==> config.mk <==
export PLATFORM = sky130hd
export DESIGN_NAME = seq_mult_nb
export DESIGN_NICKNAME = d
export VERILOG_FILES = /design/src/rtl/seq_mult_nb_pkg.sv /design/src/rtl/seq_mult_nb_add.sv /design/src/rtl/seq_mult_nb.sv
export SDC_FILE = /design/constraint.sdc
export NUM_CORES = 1
export LEC_CHECK = 0
export ABC_AREA = 1
export CAP_MARGIN = 25
export CELL_PAD_IN_SITES_DETAIL_PLACEMENT = 0
export CELL_PAD_IN_SITES_GLOBAL_PLACEMENT = 1
export CORE_UTILIZATION = 44
export CTS_CLUSTER_DIAMETER = 120
export DETAILED_ROUTE_END_ITERATION = 8
export HOLD_SLACK_MARGIN = 0.06
export PLACE_DENSITY = 0.85
export SYNTH_ARGS = -nofsm -noshare
export SYNTH_HDL_FRONTEND = slang
export SYNTH_HIERARCHICAL = 1
export SYNTH_SLANG_ARGS = --single-unit
export TNS_END_PERCENT = 20
==> constraint.sdc <==
create_clock -name clk -period 12.35 [get_ports clk]
set_clock_uncertainty 0.15 [all_clocks]
set_input_delay 1.8525 -clock clk [delete_from_list [all_inputs] [get_ports clk]]
set_output_delay 1.8525 -clock clk [all_outputs]
set_load 0.02 [all_outputs]
run_1/placed.png
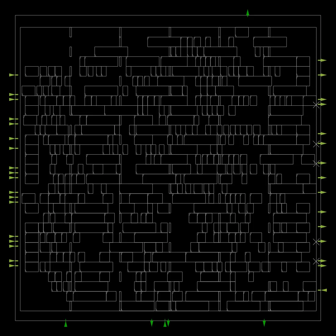
sequential cells: 54
Post-Layout Cell Count: 491
Seq/total area: 38.1%
core area: 6490 um2

run_1/m1.png
Drawn at 4 px/um. Supply wires on this layer in grey.
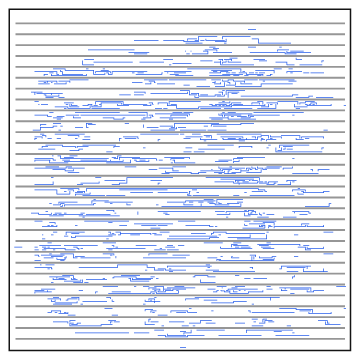
share of all routed wire: 48%
main direction: horizontal
longest straight run: 43.0 um
nets with wire on the layer: 399
wire length on this layer: 2780 um
Post-Route WL: 5.74 mm
GR Util met1: 22.8%
via count: 2431

run_1/m2.png
Drawn at 3 px/um.
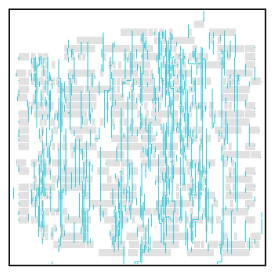
nets with wire on the layer: 321
wire length on this layer: 2680 um
share of all routed wire: 47%
main direction: vertical
longest straight run: 49.4 um
grt met2 use: 31.6%

==> impl_metrics.csv, run 1 <==
group,metric,value,unit
status,outcome,"finished with violations",
status,violations,"design-rule violations",
global_routing,grt_use_total,18.2,%
route,remaining_drc_errors,5,
sta,finalCritPeriodShare,36.5,%
floorplan,core_util_floorplan,46.6,%
layout,largestClassByArea,"logic gates",
sta,fin_crit,4.50,ns
setup_path,cp.required,12.41,ns
yosys,top_area_share,44.6,%
yosys,xor_share,3.18,%
layout,comb_area_share,39.9,%
power_and_ir_drop,power.density,260,nW/um2
yosys,synth_nets,409,
clock_tree,insertion_delay,0.31,ns
route,dr.pass1.iters,8,
yosys,ys_sh_mux,0,%
yosys,yosysMostFrequentCell,"nand2_1",
min_path,hp-class,"flip-flop to flip-flop",
route,route.met2.wl,2.68,mm
yosys,synth_area,3030,um2
global_routing,grt_pass1_vias,2335,
clock_tree,post_cts_buffers,0,
layout,clock_area_share,2.68,%
setup_path,reg2reg_depth,21,
route,antenna_left,0,
route,drt-initial-drc-count,98,
layout,fin_area,3540,um2
setup_path,setup.worst_path.end_class,"flip-flop",
floorplan,chip_area,7210,um2
layout,mi_logic_area,1410,um2
layout,syn_to_final_growth,17.0,%
yosys,synth-cells-yosys,376,
setup_path,cp.buffers_inverters,5,
layout,layout-drive-gt1-share,5.80,%
global_routing,grt_first_pass_wirelength,10.5,mm
sta,drv_slew,0,
placement,preCtsSetupSlack,7.87,ns
yosys,common_cells,"nand2_1, dfrtp_1, inv_1",
clock_tree,path_clk_slew,0.09,ns
placement,port_buffers,38,
setup_path,crit_family,"adder cells",
sta,finalHoldViolCount,0,
flow_run,tool_warnings,26,
layout,antennaDiodeCount,0,
clock_tree,cts.sinks,54,
layout,largest_register_ff_count,16,
sta,worstMarginPinSlew,0.649,ns
setup_path,crit_cells,21,
placement,place_area,3450,um2
setup_path,path_class,"flip-flop to flip-flop",
floorplan,io_pins,39,
sta,fmax,0.222,GHz
route,met3_wirelength,194,um
route,avgViaCountPerCell,4.95,
yosys,synth-async-reset-ratio,100,%
yosys,top_area_cell,"dfrtp_1",
yosys,top_cells_by_area,"dfrtp_1, nand2_1, inv_1",
global_routing,antenna_found_initial,0,
floorplan,num_rows,29,
floorplan,tap_cells,77,
layout,fill_cells,650,
clock_tree,h-tree-depth,2,
layout,logic_gate_count,260,
clock_tree,numCtsBuffers,5,
sta,timing.final.ws_setup,7.85,ns
layout,inv_count,53,
setup_path,cp_max_fo,9,
sta,slew_headroom,56.7,%
global_routing,grt_max_degree,55,
floorplan,fp.dieW,84.9,um
sta,rsz0062_at_grt,"false",
yosys,yosysSeqAreaShare,44.6,%
yosys,netlist_instances,376,
sta,setup_viol,0,
setup_path,worst_setup_path_start_kind,"flip-flop",
global_routing,overflow,0,
clock_tree,ctsResizeCount,0,
placement,hpwl,4.35,mm
setup_path,cpMostUsedCell,"fa_1",
yosys,yosys.area_share.aoi,11.7,%
setup_path,path_cells,"nand2_1, inv_1, fa_1, inv_1, fa_1, inv_1, fa_1, fa_1, fa_1, fa_1, fa_1, inv_1, fa_1, inv_1, nor2_1, nand2_1, nand2_1, nand4_1, nand2_1, nand3_1, nand2_1",
yosys,ys_sh_adder,6.95,%
yosys,yosys_warnings,6,
power_and_ir_drop,leakagePower,1.74,nW
clock_tree,root_buffer,"clkbuf_8",
setup_path,arrival,4.56,ns
layout,n_clock_buffer,6,
layout,num-nonclk-buffers,39,
flow_run,drv_cap,0,
yosys,edf_count,0,
yosys,flop_cell,"dfrtp_1",
route,avgRoutedWirePerCell,11.7,um
global_routing,grt-busiest-layer,"met2",
route,top_layer,"met4",
setup_path,reg2reg_slack,7.85,ns
floorplan,chipHeight,84.9,um
setup_path,cpPeakStageDelay,0.48,ns
yosys,ys_top_logic_family,"simple AND/OR/NAND/NOR gates",
yosys,avgSynthCellArea,8.05,um2
yosys,simple_gate_share,24.7,%
placement,placedCellCount,483,
power_and_ir_drop,vdd_ir_drop_max,0.0846,mV
yosys,ys.flops,54,
yosys,synth_cell_types,35,
layout,signal_buffer_area_fraction,10.8,%
placement,gp_congestion,0.813,
layout,final_util,54.5,%
route,met1_length,2.78,mm
clock_tree,hold_buffers,0,
layout,seqCellArea,1350,um2
setup_path,slowest_stage,"dfrtp_1",
clock_tree,clock_path_buffers,2,
yosys,ys_chip_area,3030,um2
sta,fin_setup_tns,0,ns
global_routing,grt_util_met3,3.40,%
clock_tree,cts_tree,"built",
min_path,hold_depth,2,
layout,finalNetCount,446,
run 1: cells in the final DEF, fill, tap and decap left out, drive strengths merged, types with 2 or more instances in the layout:
cell type	n
nor3	2
inv	52
nor2	30
ha	4
o22ai	8
nand2	106
fa	8
xor2	10
clkinv	2
nand3	28
o31ai	2
buf	2
dfrtp	54
a22oi	6
a21oi	7
o21ai	35
nand4	7
clkbuf	6
clkdlybuf4s50	37
run 1: per-stage QoR:
stage	hold slack, ns	total power [mW]
final	0.333	0.922
after global placement	0.312	0.817
after CTS	0.339	0.931
after detailed placement	0.315	0.826
after floorplan	0.299	0.686
after global routing	0.355	1.01
run 1: power breakdown:
part           switching [mW]  total (mW)  internal, mW
logic                   0.306       0.503         0.197
registers              0.0601       0.318         0.258
clock network          0.0562       0.101        0.0451
--- run 2 (diff from run 1) ---
--- a/config.mk
+++ b/config.mk
@@ -9,11 +9,11 @@
 export CAP_MARGIN = 25
 export CELL_PAD_IN_SITES_DETAIL_PLACEMENT = 0
 export CELL_PAD_IN_SITES_GLOBAL_PLACEMENT = 1
-export CORE_UTILIZATION = 44
+export CORE_UTILIZATION = 41
 export CTS_CLUSTER_DIAMETER = 120
 export DETAILED_ROUTE_END_ITERATION = 8
 export HOLD_SLACK_MARGIN = 0.06
-export PLACE_DENSITY = 0.85
+export PLACE_DENSITY = 0.81
 export SYNTH_ARGS = -nofsm -noshare
 export SYNTH_HDL_FRONTEND = slang
 export SYNTH_HIERARCHICAL = 1
==> constraint.sdc (replaced) <==
create_clock -name clk -period 4.5 [get_ports clk]
set_clock_uncertainty 0.15 [all_clocks]
set_input_delay 0.675 -clock clk [delete_from_list [all_inputs] [get_ports clk]]
set_output_delay 0.675 -clock clk [all_outputs]
set_load 0.02 [all_outputs]
run_2/m2.png
Drawn at 3 px/um.
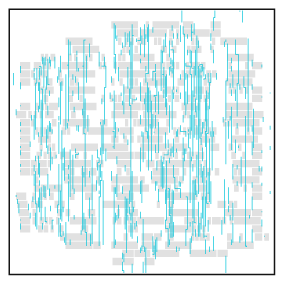
wire length on this layer: 2740 um
share of all routed wire: 47%
via count: 2421
grt met2 use: 30.2%
Post-Route WL: 5.82 mm

run_2/m1.png
Drawn at 4 px/um. Supply wires on this layer in grey.
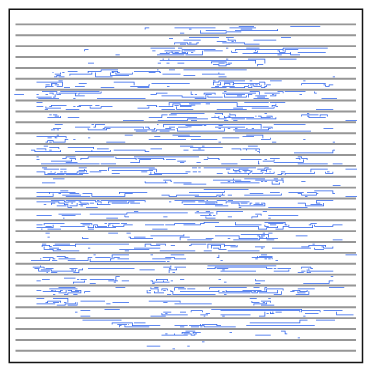
GR Util met1: 21.6%

==> impl_metrics.csv, run 2 <==
group,metric,value,unit
yosys,top_area_share,44.6,%
global_routing,grt_pass1_vias,2310,
clock_tree,root_buffer,"clkbuf_8",
yosys,common_cells,"nand2_1, dfrtp_1, inv_1",
yosys,synth_nets,409,
flow_run,drv_cap,0,
yosys,netlist_instances,376,
sta,finalCritPeriodShare,93.3,%
placement,placedCellCount,503,
layout,seqCellArea,1350,um2
min_path,hp-class,"input pin to asynchronous set/reset pin",
sta,hold_slack,0.326,ns
power_and_ir_drop,power_frac_seq,34.1,%
sta,fmax,0.238,GHz
yosys,edf_count,0,
clock_tree,hold_buffers,0,
clock_tree,post_cts_buffers,0,
power_and_ir_drop,pwr-share-comb,55.1,%
clock_tree,clock_path_buffers,2,
clock_tree,h-tree-depth,2,
yosys,ys_top_logic_family,"simple AND/OR/NAND/NOR gates",
global_routing,grt_use_total,17.0,%
sta,finalHoldViolCount,0,
yosys,ys_sh_mux,0,%
clock_tree,ctsResizeCount,0,
clock_tree,numCtsBuffers,5,
clock_tree,path_clk_slew,0.10,ns
power_and_ir_drop,comb_power,1.40,mW
floorplan,core_area,6940,um2
layout,fin_area,3580,um2
power_and_ir_drop,leakagePower,1.74,nW
yosys,synth_cell_types,35,
power_and_ir_drop,p_int,1.39,mW
route,met1_length,2.85,mm
setup_path,path_class,"flip-flop to flip-flop",
power_and_ir_drop,vdd_ir_drop_max,0.238,mV
layout,largest_register_ff_count,16,
power_and_ir_drop,powerClk,0.275,mW
yosys,xor_share,3.18,%
route,remaining_drc_errors,0,
status,outcome,"finished clean",
power_and_ir_drop,power.density,708,nW/um2
layout,antennaDiodeCount,0,
layout,finalNetCount,447,
yosys,synth_area,3030,um2
sta,fin_crit,4.20,ns
floorplan,fp.dieW,87.9,um
power_and_ir_drop,clkPwrFrac,10.8,%
global_routing,grt_max_degree,55,
floorplan,chipHeight,87.9,um
flow_run,tool_warnings,26,
setup_path,cp_max_fo,3,
power_and_ir_drop,finalPower,2.54,mW
route,antenna_left,0,
yosys,yosys_warnings,6,
floorplan,io_pins,39,
yosys,yosysSeqAreaShare,44.6,%
clock_tree,cts_tree,"built",
sta,timing.final.ws_setup,0.303,ns
layout,mi_logic_area,1420,um2
clock_tree,insertion_delay,0.30,ns
sta,slew_headroom,56.2,%
setup_path,crit_cells,21,
floorplan,core_util_floorplan,43.6,%
setup_path,worst_setup_path_start_kind,"flip-flop",
clock_tree,cts.sinks,54,
global_routing,grt_first_pass_wirelength,10.3,mm
route,top_layer,"met4",
run_2/placed.png
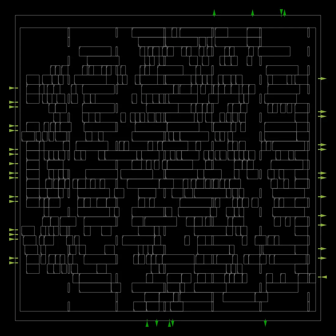
number of core rows: 30
Post-Layout Cell Count: 511
fillcell total: 713
Seq/total area: 37.7%
Core Util, Final: 51.6%

==> run 2: cell counts after synthesis <==
Identical to the previous run, type by type.
==> run 2: logic make-up (layout without fill, tap and decap cells) <==
family                     Yosys count  in the layout
buffers and inverters               62            101
xor gates and xnor gates            11             11
DFF                                 54             54
adders and majority gates           12             12
and+or+nand+nor                    174            174
other                                1              1
AOI/OAI and AO/OA                   62             62
==> run 2: cell type report <==
class                           instances  area share (%)
Inverter                               53            5.70
Clock buffer                            6            2.31
Sequential cell                        54            37.7
Tap cell                               96            3.35
Clock inverter                          2           0.349
Timing Repair Buffer                   40            10.9
Multi-Input combinational cell        260            39.7
Power figures rest on the tool's default switching activity, not on a simulated workload.
